[config.mk]
export PLATFORM = sky130hd
export DESIGN_NAME = pc_redirect_ctrl
export DESIGN_NICKNAME = d
export VERILOG_FILES = /design/src/rtl/pc_redirect_ctrl.sv
export SDC_FILE = /design/constraint.sdc
export NUM_CORES = 1
export LEC_CHECK = 0
export CAP_MARGIN = 20
export CORE_ASPECT_RATIO = 1.75
export CORE_UTILIZATION = 38
export DETAILED_ROUTE_END_ITERATION = 8
export PLACE_DENSITY_LB_ADDON = 0.08
export SLEW_MARGIN = 20
export SYNTH_ARGS = -nofsm -noshare
export SYNTH_HDL_FRONTEND = slang
export SYNTH_SLANG_ARGS = --single-unit
[constraint.sdc]
create_clock -name clk -period 2.3 [get_ports clk]
set_input_delay 0.345 -clock clk [delete_from_list [all_inputs] [get_ports clk]]
set_output_delay 0.345 -clock clk [all_outputs]
set_load 0.01 [all_outputs]
[src/rtl/pc_redirect_ctrl.sv]
// Fetch PC sequencing, interrupt entry and CP0 Status/Cause/EPC/PRId for the F stage.
// Define ERET_FWD_EN to forward in-flight mtc0 EPC data to ERET instead of stalling.
module pc_redirect_ctrl #(
    parameter int          SYNC_STAGES = 2,
    parameter logic [31:0] PRID        = 32'h0000_4D50
) (
    input  logic        clk,
    input  logic        reset,
    input  logic [5:0]  hw_int,
    input  logic        hazard_stall,
    input  logic        d_branch,
    input  logic        d_jump,
    input  logic        d_jr,
    input  logic        d_eret,
    input  logic [31:0] m_pc,
    input  logic        m_valid,
    input  logic        m_in_delay,
    input  logic        e_mtc0_epc,
    input  logic        m_mtc0_epc,
    input  logic        cp0_we,
    input  logic [4:0]  cp0_addr,
    input  logic [31:0] cp0_wdata,
    output logic [31:0] cp0_rdata,
    output logic [2:0]  pc_sel,
    output logic        pc_en,
    output logic        intbranch,
    output logic        flush_all,
    output logic [29:0] epc,
    output logic [1:0]  fderet,
    output logic        eret_stall
);

    typedef enum logic [1:0] {
        RUN  = 2'd0,
        ARM  = 2'd1,
        TAKE = 2'd2
    } state_t;

    localparam logic [4:0] ADDR_STATUS = 5'd12;
    localparam logic [4:0] ADDR_CAUSE  = 5'd13;
    localparam logic [4:0] ADDR_EPC    = 5'd14;
    localparam logic [4:0] ADDR_PRID   = 5'd15;

    localparam logic [2:0] SEL_PC4    = 3'd0;
    localparam logic [2:0] SEL_BRANCH = 3'd1;
    localparam logic [2:0] SEL_REG    = 3'd2;
    localparam logic [2:0] SEL_JUMP   = 3'd3;
    localparam logic [2:0] SEL_EPC    = 3'd4;

    state_t      state;
    logic [5:0]  sync_ff [SYNC_STAGES];
    logic [5:0]  ip;
    logic [5:0]  im;
    logic        exl;
    logic        ie;
    logic        bd;
    logic        req;
    logic        take_now;
    logic        eret_accept;
    logic [1:0]  fderet_raw;
    logic [31:0] epc_capture;

    // NOTE: every flop, including each synchronizer stage, is cleared by the async reset.
    always_ff @(posedge clk or posedge reset) begin
        if (reset) begin
            for (int i = 0; i < SYNC_STAGES; i++) begin
                sync_ff[i] <= '0;
            end
        end else begin
            sync_ff[0] <= hw_int;
            for (int i = 1; i < SYNC_STAGES; i++) begin
                sync_ff[i] <= sync_ff[i-1];
            end
        end
    end

    assign ip  = sync_ff[SYNC_STAGES-1];
    assign req = ie & ~exl & (|(ip & im));

`ifdef ERET_FWD_EN
    assign eret_stall = 1'b0;

    always_comb begin
        // NOTE: combinational outputs get a default first so no path can infer a latch.
        fderet_raw = 2'd0;
        if (e_mtc0_epc) begin
            fderet_raw = 2'd1;
        end else if (m_mtc0_epc) begin
            fderet_raw = 2'd2;
        end
    end
`else
    assign eret_stall = d_eret & (e_mtc0_epc | m_mtc0_epc);
    assign fderet_raw = 2'd0;
`endif

    assign fderet = reset ? 2'd0 : fderet_raw;

    // RUN defers to an ERET in decode; ARM only waits for a real instruction in M.
    assign take_now = ((state == RUN) & req & ~d_eret & m_valid)
                    | ((state == ARM) & req & m_valid);

    // The D-stage instruction is flushed during TAKE, so an ERET there does not retire.
    assign eret_accept = d_eret & ~hazard_stall & ~eret_stall & (state != TAKE);

    assign epc_capture = m_in_delay ? (m_pc - 32'd4) : m_pc;

    // NOTE: sequential state uses non-blocking assignments so all flops update together.
    always_ff @(posedge clk or posedge reset) begin
        if (reset) begin
            state     <= RUN;
            intbranch <= 1'b0;
            flush_all <= 1'b0;
        end else begin
            intbranch <= take_now;
            flush_all <= take_now;
            case (state)
                RUN: begin
                    if (take_now) begin
                        state <= TAKE;
                    end else if (req & ~d_eret) begin
                        state <= ARM;
                    end
                end
                ARM: begin
                    if (take_now) begin
                        state <= TAKE;
                    end else if (!req) begin
                        state <= RUN;
                    end
                end
                TAKE:    state <= RUN;
                default: state <= RUN;
            endcase
        end
    end

    always_ff @(posedge clk or posedge reset) begin
        if (reset) begin
            im  <= '0;
            exl <= 1'b0;
            ie  <= 1'b0;
            bd  <= 1'b0;
            epc <= '0;
        end else begin
            if (cp0_we && cp0_addr == ADDR_STATUS) begin
                im  <= cp0_wdata[15:10];
                exl <= cp0_wdata[1];
                ie  <= cp0_wdata[0];
            end
            if (cp0_we && cp0_addr == ADDR_EPC) begin
                epc <= cp0_wdata[31:2];
            end
            if (eret_accept) begin
                exl <= 1'b0;
            end
            // Interrupt entry is written last so it wins over software writes this cycle.
            if (take_now) begin
                epc <= epc_capture[31:2];
                bd  <= m_in_delay;
                exl <= 1'b1;
            end
        end
    end

    always_comb begin
        pc_sel = SEL_PC4;
        if (!reset && state != TAKE) begin
            if (d_eret) begin
                pc_sel = SEL_EPC;
            end else if (d_jr) begin
                pc_sel = SEL_REG;
            end else if (d_jump) begin
                pc_sel = SEL_JUMP;
            end else if (d_branch) begin
                pc_sel = SEL_BRANCH;
            end
        end
    end

    always_comb begin
        pc_en = 1'b1;
        if (!reset && state != TAKE) begin
            pc_en = ~hazard_stall & ~eret_stall;
        end
    end

    always_comb begin
        cp0_rdata = 32'd0;
        case (cp0_addr)
            ADDR_STATUS: cp0_rdata = {16'd0, im, 8'd0, exl, ie};
            ADDR_CAUSE:  cp0_rdata = {bd, 15'd0, ip, 10'd0};
            ADDR_EPC:    cp0_rdata = {epc, 2'b00};
            ADDR_PRID:   cp0_rdata = PRID;
            default:     cp0_rdata = 32'd0;
        endcase
    end

endmodule

run_1/layers.png
(4 px per micron)
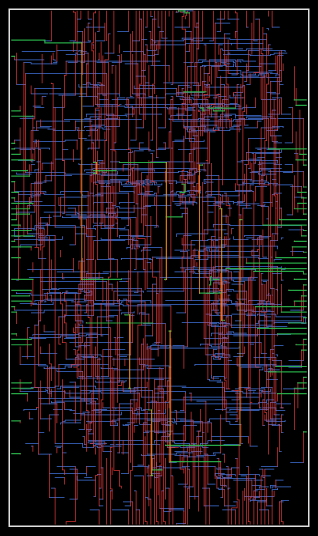
M3: shown in green, wire length 454 microns. M2: shown in red, wire length 6300 microns. M1: shown in blue, wire length 4250 microns. M4: shown in orange, wire length 275 microns.

run_1/clock_wires.png
(3 px per micron)
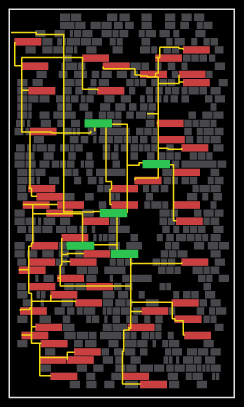
flip-flops: shown in red, count 54. clock wires: shown in yellow, length 762 microns. clock-net drivers: shown in green, count 5.
There are 6 routed clock nets. Position of the flops: all over the die.

run_1/congestion_map.png
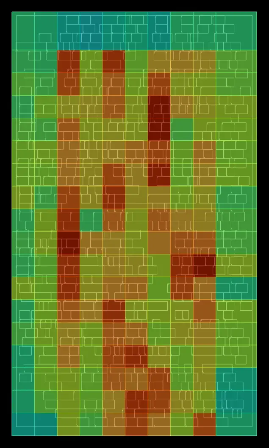
met1 routing resource usage after global routing: 25.6%
global-route usage over all layers: 24.3%
average detailed-routed wire length per instance: 16.8 microns

run_1/closeup.png
Region (46, 22) to (66, 42) microns. Cells in gray, sequential cells in the stronger gray; small squares are vias.
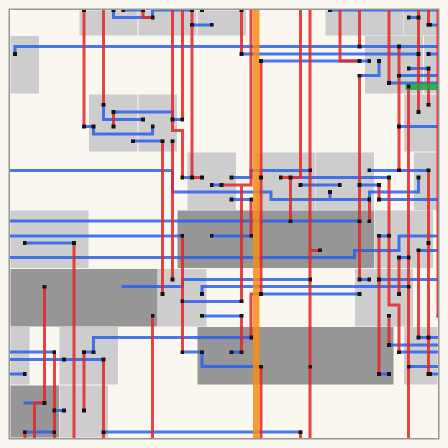
M4: shown in orange. M1: shown in blue. M2: shown in red. M3: shown in green.
Netlist names of flops here include epc (2), state (1). Sequential cells in the window: 3. Most frequent: a21boi_0 (3), a211oi_1 (3), dfrtp_1 (3). 17 logic cells have their middle in the window.

==> ci_impl_report.md, run 1 <==
## Synthesis and layout report

| Metric | Value |
|---|---|
| Overall die height | 129 microns |
| Power density normalized to cell area | 690 nW/um^2 |
| Dpl cells | 663 |
| End point of the critical path | epc[29] |
| Placeable core region | 8980 sq um |
| Status | finished, final reports clean |
| Reg clk slew, reported paths | 0.07 ns |
| Cell type with the largest total area | dfrtp_1 |
| Kind of start point of the critical path | primary input |
| OpenROAD warnings | 28 |
| Area grow syn2layout | 63.7% |
| Total global routing overflow | 0 |
| Synthesized netlist cell count | 362 |
| DIE AREA | 9610 sq um |
| Setup repair after global routing missed its margin | false |
| Kind of capture point of the worst setup path | flip-flop |
| Cell internal power dissipation | 2.67 mW |
| H-Tree Depth | 2 |
| Flops | 54 |
| Avg Synthesized Cell Area | 9.66 sq um |
| Beginning of the critical path | m_pc[28] |
| R2R Setup Slk | 0.64 ns |
| Number of DRC violations after detailed routing | 0 |
| Max IR drop VDD | 0.632 mV |
| Largest type area fraction | 38.6% |
| Psw | 1.28 mW |
| CTS buffer count | 5 |
| Total via count after detailed routing | 3599 |
| Dominant flop cell | dfrtp_1 |
| Clock Power Share | 19.7% |
| Core utilization before placement | 38.9% |
| Antenna diodes | 0 |
| Number of top-level pins | 158 |
| Reg-to-reg critical path endpoint | epc[7] |
| Setup skew after layout | 0.00444 ns |
| Crit-path slowest cell | or4_1 |
| Number of fill cells | 803 |
| Slew @ Worst Pin | 0.697 ns |
| PortBufs | 153 |
| Post-synth seq share | 38.6% |
| Final Power | 3.95 mW |
| TritonCTS sink count | 54 |
| Global-route wire length before repair | 17600 microns |
| Power of the clock network | 0.779 mW |
| Vias per std cell | 5.35 |
| Critical Setup Path Class | in2reg |
| Total of endpoints with negative setup slack in the final report | 0 |
| Number of synthesized register bits | 54 |
[run 1: cells by family (layout without fill, tap and decap cells)]
logic type               Yosys count  in the layout  share of synthesized area [%]
AND/OR/NAND/NOR                  138            138                           25.1
AND-OR/OR-AND                     79             79                           15.9
flip-flops                        54             54                           38.6
multiplexers                      42             42                           12.4
buffers and inverters             34            224                           4.26
XOR/XNOR                          13             13                           3.26
adder cells (fa/ha/maj)            1              1                          0.358
other                              1              2                          0.107
[run 1: sequential cells by signal, indices dropped and copies added, names as in the netlist]
signal and flops:
bd 1, epc 30, exl 1, flush_all 1, ie 1, im 6, ip 6, state 2
sync_ff 6
[run 1: cell usage in the layout, fill, tap and decap left out, types with 3 or more instances in the layout]
| cell type | netlist | layout |
|---|---|---|
| a31oi_1 | 16 | 16 |
| buf_4 | 4 | 53 |
| nand2_1 | 8 | 8 |
| a21oi_1 | 4 | 3 |
| clkinvlp_4 | 0 | 3 |
| dlymetal6s2s_1 | 0 | 3 |
| mux2_2 | 11 | 11 |
| nor2_1 | 22 | 21 |
| or4_1 | 15 | 15 |
| a211oi_1 | 16 | 16 |
| a22oi_1 | 3 | 3 |
| xnor2_1 | 6 | 6 |
| nand3_1 | 6 | 6 |
| nand2b_1 | 5 | 5 |
| nor3_1 | 7 | 7 |
| clkbuf_16 | 0 | 5 |
| a21boi_0 | 16 | 16 |
| dlygate4sd2_1 | 0 | 29 |
| mux2i_1 | 31 | 31 |
| nor4_1 | 4 | 4 |
| dfrtp_1 | 54 | 54 |
| o31ai_1 | 12 | 12 |
| and3_1 | 40 | 40 |
| buf_12 | 0 | 4 |
| xor2_1 | 7 | 7 |
| or3_1 | 10 | 10 |
| clkdlybuf4s50_1 | 0 | 121 |
| o21ai_0 | 6 | 6 |
[run 1: per-layer routing]
layer	up-vias	GRT usage, %	wire [microns]
met3	19	3.52	454
met1	1710	25.6	4250
met5	-	0	0
met2	121	46.2	6300
met4	0	9.66	274
li1	1749	-	-
[run 1: how the worst min path moves through the flow]
| stage | start | to | slack (ns) |
|---|---|---|---|
| after floorplan | sync_ff[6] | ip[0] | 0.33 |
| after global placement | sync_ff[7] | ip[1] | 0.33 |
| after detailed placement | sync_ff[10] | ip[4] | 0.33 |
| after CTS | sync_ff[10] | ip[4] | 0.35 |
| after global routing | sync_ff[7] | ip[1] | 0.36 |
| final | sync_ff[10] | ip[4] | 0.35 |
[run 1: through the flow]
step | hold slack (ns) | TNS [ns] | util (%) | area, sq um
4_1_cts | 0.353 | 0 | 63.6 | 5710
3_5_place_dp | 0.335 | -4.58 | 61.7 | 5540
2_1_floorplan | 0.331 | 0 | - | 3500
5_1_grt | 0.362 | 0 | 63.8 | 5720
6_report | 0.350 | 0 | 63.8 | 5720
3_3_place_gp | 0.334 | -3.63 | 61.7 | 5540
[run 1: repair_timing]
item / 4_1_cts / 5_1_grt
setup endpoints to repair: 32 / 7
cloned: 1 / 0
hold buffers: 0 / 0
gates resized: 33 / 6
setup buffers: 1 / 0
pin swaps: 1 / 0
[run 1: critical path, delay by kind of cell]
kind                   cells  cell delay (ns)
buffers and inverters      1             0.45
and+or+nand+nor            3             1.46
AOI/OAI and AO/OA          1             0.18
## Run 2: what changed since run 1
- SKIP_LAST_GASP: unset -> 1
==> ci_impl_report.md, run 2 <==
## Synthesis and layout report

| Metric | Value |
|---|---|
| Synthesized netlist cell count | 362 |
| Cell type with the largest total area | dfrtp_1 |
| Beginning of the critical path | m_pc[28] |
| Status | finished, final reports clean |
| End point of the critical path | epc[29] |
| Placeable core region | 8980 sq um |
| Number of DRC violations after detailed routing | 0 |
| Final Power | 3.97 mW |
| Slew @ Worst Pin | 0.712 ns |
| Dominant flop cell | dfrtp_1 |
| H-Tree Depth | 2 |
| Number of fill cells | 782 |
| Most common cell after layout, fill and taps aside | clkdlybuf4s50_1 |
| Vias per std cell | 5.35 |
| Antenna diodes | 0 |
| Bufs and invs on worst path | 1 |
| Area grow syn2layout | 66.2% |
| Number of top-level pins | 158 |
| Post-layout utilization of the core | 64.7% |
| Cell class contributing the biggest share of worst-path delay | simple AND/OR/NAND/NOR gates |
| Setup TNS after final layout | 0 ns |
| Worst Hold Margin | 0.350 ns |
| DIE AREA | 9610 sq um |
| Post-synth seq share | 38.6% |
| Total global routing overflow | 0 |
| Setup repair after global routing missed its margin | false |
| Setup skew after layout | 0.00711 ns |
| Total of endpoints with negative setup slack in the final report | 0 |
| Kind of capture point of the worst setup path | flip-flop |
| Number of synthesized register bits | 54 |
| Global-route wire length before repair | 17600 microns |
| PortBufs | 153 |
| Power density normalized to cell area | 682 nW/um^2 |
| Core utilization before placement | 38.9% |
| TritonCTS sink count | 54 |
| Post-CTS Hold Buffers | 0 |
| Max IR drop VDD | 0.640 mV |
| Flip-flop count of the largest register, all copies and words added | 30 |
| Largest type area fraction | 38.6% |
==> run 2: cell counts after synthesis <==
Identical to the previous run, type by type.
==> run 2: final cells by class <==
cell class,instances,area [sq um],area share (%)
repair buffers,216,2130,36.6
multi-input cells,275,2020,34.8
flip-flops and latches,54,1350,23.3
well taps,120,150,2.58
clock buffers,5,125,2.15
clock inverters,3,23.8,0.409
inverters,3,15.0,0.258
==> run 2: worst min path at each step <==
stage | to | slack, ns | depth (start not counted)
6_report | ip[4] | 0.35 | 0
5_1_grt | ip[1] | 0.36 | 0
4_1_cts | ip[4] | 0.35 | 0
3_5_place_dp | ip[4] | 0.33 | 0
3_3_place_gp | ip[1] | 0.33 | 0
2_1_floorplan | ip[0] | 0.33 | 0
==> run 2: repair_timing <==
item | 4_1_cts | 5_1_grt
setup buffers | 1 | 3
gates resized | 16 | 23
endpoints found under the setup margin | 32 | 24
gates cloned | 1 | 0
pin swaps | 1 | 0
endpoints found under the hold margin | 0 | 0
==> run 2: logic make-up (layout without fill, tap and decap cells) <==
| group | count (synthesis) | count (layout) | share of synthesized area (%) |
|---|---|---|---|
| multiplexers | 42 | 42 | 12.4 |
| buffers and inverters | 34 | 227 | 4.26 |
| AND/OR/NAND/NOR | 138 | 138 | 25.1 |
| XOR/XNOR | 13 | 13 | 3.26 |
| adder cells (fa/ha/maj) | 1 | 1 | 0.358 |
| AND-OR/OR-AND | 79 | 79 | 15.9 |
| flip-flops | 54 | 54 | 38.6 |
| other | 1 | 2 | 0.107 |
==> run 2: stage by stage <==
step                      instances  area (sq um)  setup WS (ns)
after global routing            676          5810        0.00398
after global placement          663          5540         -0.198
after detailed placement        663          5540         -0.254
final                           676          5810         0.0720
after CTS                       673          5730        -0.0498
after floorplan                 363          3500          0.290
==> run 2: power breakdown <==
group | switching, mW | total [mW] | internal, mW
registers | 0.248 | 1.51 | 1.26
logic | 0.669 | 1.67 | 0.999
clock network | 0.376 | 0.785 | 0.409
total | 1.29 | 3.97 | 2.67
==> run 2: worst register-to-register path: stages (launching register included) <==
cell and delay [ns]:
dfrtp_1 0.41, nor3b_1 0.23, and3_1 0.20, and2_1 0.30, buf_4 0.24, mux2i_1 0.20
==> run 2: routing by layer <==
metal  routed length (microns)  GRT usage (%)
met3                       432           3.52
met4                       286           9.66
met2                      6360           46.2
met5                         0              0
met1                      4300           25.6
run_2/layers.png
(4 px per micron)
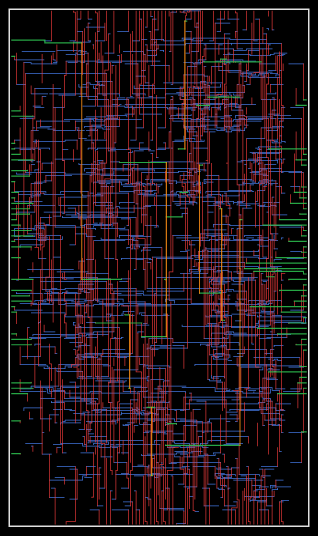
M3: shown in green, wire length 433 microns. M4: shown in orange, wire length 286 microns. M1: shown in blue, wire length 4300 microns. M2: shown in red, wire length 6360 microns.
average detailed-routed wire length per instance: 16.8 microns
global-route usage over all layers: 24.3%
total via count after detailed routing: 3619
Routed Wire Length: 11400 microns

No activity file was given, so power comes from the tool's default toggle rates.
